Design tdm_demux, sky130hd; sources not shown.
**Run 1: signal wires on met3**

Bar = 20 µm. Cells faint in the background.
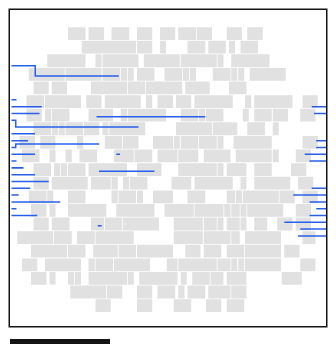
The layer holds 5.7% of the routed length. The layer carries 207 µm of wire.
Total Routed Length: 3.64 mm
Vias: 1251
M3 GR Usage: 5.25%

**Run 1: metal 2**

Bar = 20 µm. Cells faint in the background.
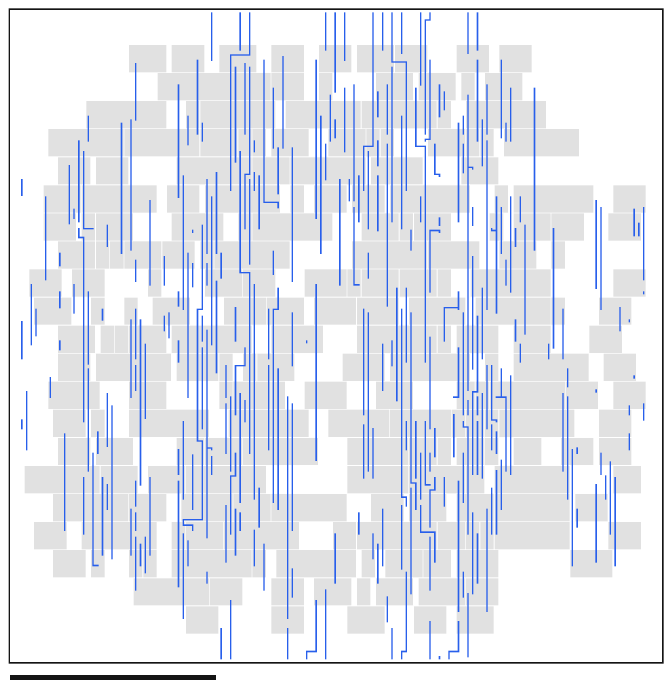
The wires run mostly vertical. 208 nets have wire on it. The layer holds 49% of the routed length. The longest straight run is 28.6 µm. The layer carries 1800 µm of wire.
GR Util met2: 33.9%

**Run 1: cell area per tile**

The die is cut into 6 by 6 equal tiles; white is low, dark blue is high, 0 to 100% covered.
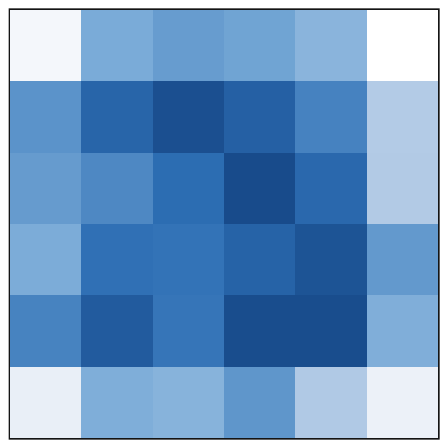
The emptiest ninth of the die: top right. 31% of the tiles are over 75% full. The mean over all tiles is 57%.
Post-Route Utilization: 67.9%
Core ar.: 0.00347 mm²
FP Util: 43.2%

**Run 1: congestion heat map**

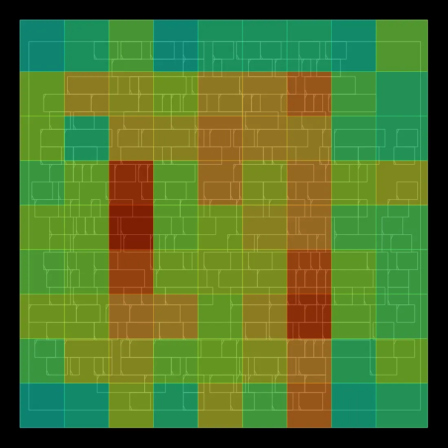
GR peak layer: met2
All-Layer GR Usage: 19.6%
WL per Instance: 13.8 µm

==> metrics.yaml, run 1 <==
antenna_found_initial: 0
area_growth_pct: 57.2
netlist_area_mm2: 0.00150
synth.area.top_cells: "dfxtp_1, mux2i_1, nand2_1"
final_nets: 234
hp-class: "flip-flop to flip-flop"
hold_viol: 0
violations: "setup timing"
max_freq_mhz: 702
clock_sink_count: 39
final_common_cell: "nand2_1"
wl_met1_mm: 1.60
warnings: 29
cp.required_ns: 1.40
topRoutingLayerUsed: "met4"
drive_gt1_share_pct: 21.7
grt_pass1_vias: 1302
yosys-stat-area_mm2: 0.00150
synth.net_count: 161
io_pins: 56
tap_cells: 46
rr_worst_depth: 5
vdd_drop_max_mv: 0.808
place_congestion: 0.771
r2r_slack_ns: -0.18
antenna_cells: 0
yosys_warnings: 0
slew-limit-headroom_pct: 81.3
ys_async_sr_fraction_pct: 0
synth_flop_count: 39
comb_share_pct: 29.2
setup_violations: 32
cp-end-kind: "flip-flop"
wl_met2_mm: 1.80
yosys.area_share.aoi_pct: 0
overflow: 0
cts_root_buffer: "clkbuf_8"
yosys.area.top_type: "dfxtp_1"
powerDensity_mw_per_mm2: 1090
yosys.area.top_type_share_pct: 52.1
viasPerCell: 4.76
status: "finished, violations left"
synth_cells: 144
synthXorXnorAreaFrac_pct: 0.585
ys_sh_mux_pct: 25.4
drt_iter0_drc: 58
nonClkBufAreaFrac_pct: 29.9
yosys.stat.seqShare_pct: 52.1
regArea_um2: 800
rsz0062_at_grt: "true"
ys_cells: 144
inverters: 0
signal_buffers: 73
cts-resized-gates: 70
leakage_nw: 1.09
layout_top_cells: "nand2_1, dlygate4sd2_1, mux2i_1"
ys_sh_simple_pct: 18.5
drv_cap: 0
clk_transition_reported_paths_ns: 0.07
clkbuf_count: 6
fin_area_mm2: 0.00235
ys.flop_type: "dfxtp_1"
io_buffers: 55
cp-start-kind: "flip-flop"
fillers: 308
place_hpwl_mm: 2.69
design.seq.count: 39
tightest_slew_ns: 0.281
finalCritPeriodShare_pct: 114
common_cells: "nand2_1, dfxtp_1, mux2i_1"
logic_area_um2: 687
wl_met3_um: 206
placed_area_mm2: 0.00224
postCtsHoldBufs: 0
dominant_cells: "flip-flops and latches"
logic_gates: 98
insertion_delay_ns: 0.28
dr.pass1.iters: 4
synth_cell_types: 13
edf_count: 0
die_y_um: 63.2
cts_made_buffers: 5
cts_setup_buffers: 1
synth-adder-area-share_pct: 0.835
rows: 21
drc: 0
worstPathArrival_ns: 1.58
grt_pass1_wl_mm: 6.03
logic_family: "multiplexers"
clkCellAreaFrac_pct: 4.52
hold_path_depth: 2
die-width_um: 63.2
avgSynthCellArea_um2: 10.4
finalWorstSetupSlack_ns: -0.175
sh_seq_area_pct: 34.0
-- run 1: worst max-delay path, cell delays in order, from the launching register on --
cell,delay (ns)
dfxtp_2,0.33
buf_6,0.11
mux2_4,0.29
nor3_4,0.22
buf_6,0.15
mux2i_1,0.19
-- run 1: through the flow --
step                power (mW)  worst slack (ns)  hold slack, ns  cells
finish                    2.56            -0.175           0.406    263
global route              2.66            -0.222           0.415    263
CTS                       2.58            -0.171           0.406    263
detailed placement        1.59            -0.672           0.404    255
global placement          1.58            -0.569           0.395    255
floorplan                 1.43            -0.116           0.287    144
-- run 1: power by group --
part	total [mW]	internal, mW	switching (mW)
registers	1.28	1.27	0.0140
clock network	1.01	0.606	0.405
logic	0.268	0.143	0.124
total	2.56	2.02	0.543
**Run 1: the metal 1 layer**

Bar = 20 µm.
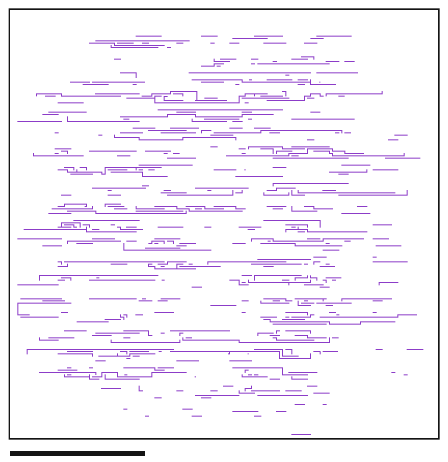

==> run 2, diff against run 1 <==
Settings changed: CTS_BUF_LIST sky130_fd_sc_hd__clkbuf_4 sky130_fd_sc_hd__clkbuf_8 to default, PLACE_DENSITY 0.79 to 0.77.
Clock period 1.25 ns to 1.7 ns, I/O delays scaled along.
**Run 2: the metal 1 layer**

Bar = 20 µm.
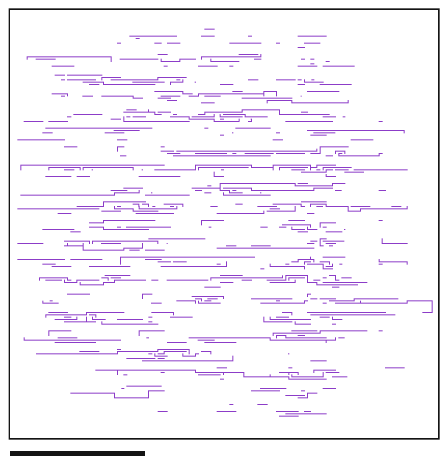
The wires run mostly horizontal. The longest straight run is 21.2 µm. The layer holds 43% of the routed length. 185 nets have wire on it. The layer carries 1500 µm of wire.
Vias: 1249
GR Util met1: 21.7%
Total Routed Length: 3.53 mm

==> metrics.yaml, run 2 <==
clock_path_buffers: 2
yosys.area.top_type: "dfxtp_1"
cts_setup_buffers: 0  # -1
yosys.area_share.aoi_pct: 0  # unchanged
synth.net_count: 161  # unchanged
insertion_delay_ns: 0.29  # about the same
p_seq_share_pct: 53.3  # +3.2 points
r2r_slack_ns: 0.31  # +0.49 ns
hp-class: "primary input to flip-flop"
cp-start-kind: "primary input"
cp_num_buf_inv: 2  # unchanged
core_mm2: 0.00347  # unchanged
p_sw_mw: 0.407  # -25%
place_congestion: 0.824  # +6.8%
fin_util_pct: 65.7  # -2.2 points
area_growth_pct: 52.1
wl_met2_mm: 1.72  # -4.3%
rsz0062_at_grt: "false"
overflow: 0  # unchanged
tns_ns: 0
rr_worst_depth: 5  # unchanged
postCtsHoldBufs: 0  # unchanged
initCoreUtil_pct: 43.2  # unchanged
post-place-ws_ns: -0.275  # +0.397 ns
cts_root_buffer: "clkbuf_8"
finalCritPeriodShare_pct: 92.6
cp.required_ns: 1.39  # about the same
common_cells: "nand2_1, dfxtp_1, mux2i_1"
tightest_slew_ns: 0.367  # +0.0862 ns
finalWorstSetupSlack_ns: 0.127  # +0.302 ns
met3_usage_pct: 5.98  # +0.72 points
viasPerCell: 4.88  # +2.6%
cp_slowest_stage_delay_ns: 0.51  # +0.18 ns
synth_cell_types: 13  # unchanged
cts_max_level: 2
yosys-stat-area_mm2: 0.00150  # unchanged
path_max_fanout: 3
clock_power_share_pct: 35.6  # -3.9 points
grt_max_degree: 45
die-width_um: 63.2  # unchanged
grt_pass1_wl_mm: 5.92  # -1.8%
drv_cap: 0  # unchanged
place_hpwl_mm: 2.55  # -5.2%
drt_iter0_drc: 47  # -19%
maxSlewViolCount: 0
ys_sh_simple_pct: 18.5  # unchanged
antenna_found_initial: 0  # unchanged
clk_transition_reported_paths_ns: 0.07  # about the same
avgSynthCellArea_um2: 10.4  # unchanged
dpl.cell_count: 249  # -2.4%
path_depth: 2  # -3
p_total_mw: 1.77  # -31%
synth-adder-area-share_pct: 0.835  # unchanged
status: "finished clean"
rows: 21  # unchanged
final_common_cell: "clkdlybuf4s50_1"
cts_tree: "yes"
powerDensity_mw_per_mm2: 776  # -29%
fin_crit_ns: 1.57
timing.hold.ws_ns: 0.405  # -0.000147 ns
warnings: 26  # -10%
swShare_pct: 23.0  # +1.9 points
topRoutingLayerUsed: "met4"
met2_usage_pct: 33.1  # -0.81 points
synth_cells: 144  # unchanged
fillers: 294  # -4.5%
max_freq_mhz: 636
critical_path.top_delay_family: "buffers and inverters"
wl_met1_mm: 1.50  # -6.2%
edf_count: 0  # unchanged
cp_slowest_cell: "clkdlybuf4s50_1"
ys_async_sr_fraction_pct: 0  # unchanged
cts-resized-gates: 0  # -100%
cp-end-kind: "output pin"
layoutNonFillerInstCount: 256  # -2.7%
drc: 0  # unchanged
internal_power_mw: 1.36  # -33%
yosys.stat.seqShare_pct: 52.1  # unchanged
wl_met3_um: 224  # +8.7%
yosys.area.top_type_share_pct: 52.1  # unchanged
ys_sh_mux_pct: 25.4  # unchanged
leakage_nw: 0.845  # -22%
hold_path_depth: 3  # +1
synth.area.top_cells: "dfxtp_1, mux2i_1, nand2_1"
wire_per_inst_um: 13.8  # -0.48%
busiest_layer: "met2"
ys_cells: 144  # unchanged
ys.flop_type: "dfxtp_1"
hold_viol: 0  # unchanged
clock_sink_count: 39  # unchanged
synth_flop_count: 39  # unchanged
slew-limit-headroom_pct: 75.5  # -5.8 points
dr.pass1.iters: 4  # unchanged
io_buffers: 55  # unchanged
layout_top_cells: "clkdlybuf4s50_1, nand2_1, dfxtp_1"
io_pins: 56  # unchanged
track_usage_pct: 19.6  # -0.037 points
placed_area_mm2: 0.00219  # -2.1%
antenna_cells: 0  # unchanged
setup_violations: 0  # -100%
fin_area_mm2: 0.00228  # -3.2%
final_nets: 227  # -3.0%
vdd_drop_max_mv: 0.418  # -48%
drive_gt1_share_pct: 11.4  # -10 points
combPwrFrac_pct: 11.1  # +0.7 points
path_cells: "clkdlybuf4s50_1, clkdlybuf4s50_1"
synthXorXnorAreaFrac_pct: 0.585  # unchanged
cts_made_buffers: 5  # unchanged
logic_family: "multiplexers"
critical_path.most_common_cell: "clkdlybuf4s50_1"
grt_pass1_vias: 1308  # +0.46%
worstPathArrival_ns: 1.27  # -0.31 ns
die_y_um: 63.2  # unchanged
netlist_area_mm2: 0.00150  # unchanged
yosys_warnings: 0  # unchanged
-- run 2: cell counts after synthesis --
Identical to the previous run, type by type.
-- run 2: power by group through the flow --
| stage | Combinational, mW | Sequential (mW) | Clock [mW] |
|---|---|---|---|
| floorplan | 0.0857 | 0.964 | 0 |
| global placement | 0.192 | 0.963 | 0 |
| detailed placement | 0.197 | 0.963 | 0 |
| CTS | 0.198 | 0.943 | 0.636 |
| global route | 0.211 | 0.944 | 0.678 |
| finish | 0.196 | 0.943 | 0.629 |
-- run 2: cell type report --
type                    instances  area [µm²]  area share [%]
repair buffers                 66         673            29.5
multi-input cells              98         679            29.8
clock buffers                   6        82.6            3.62
clock inverters                 1        5.00           0.220
flip-flops and latches         39         781            34.3
well taps                      46        57.6            2.53
Power figures rest on the tool's default switching activity, not on a simulated workload.
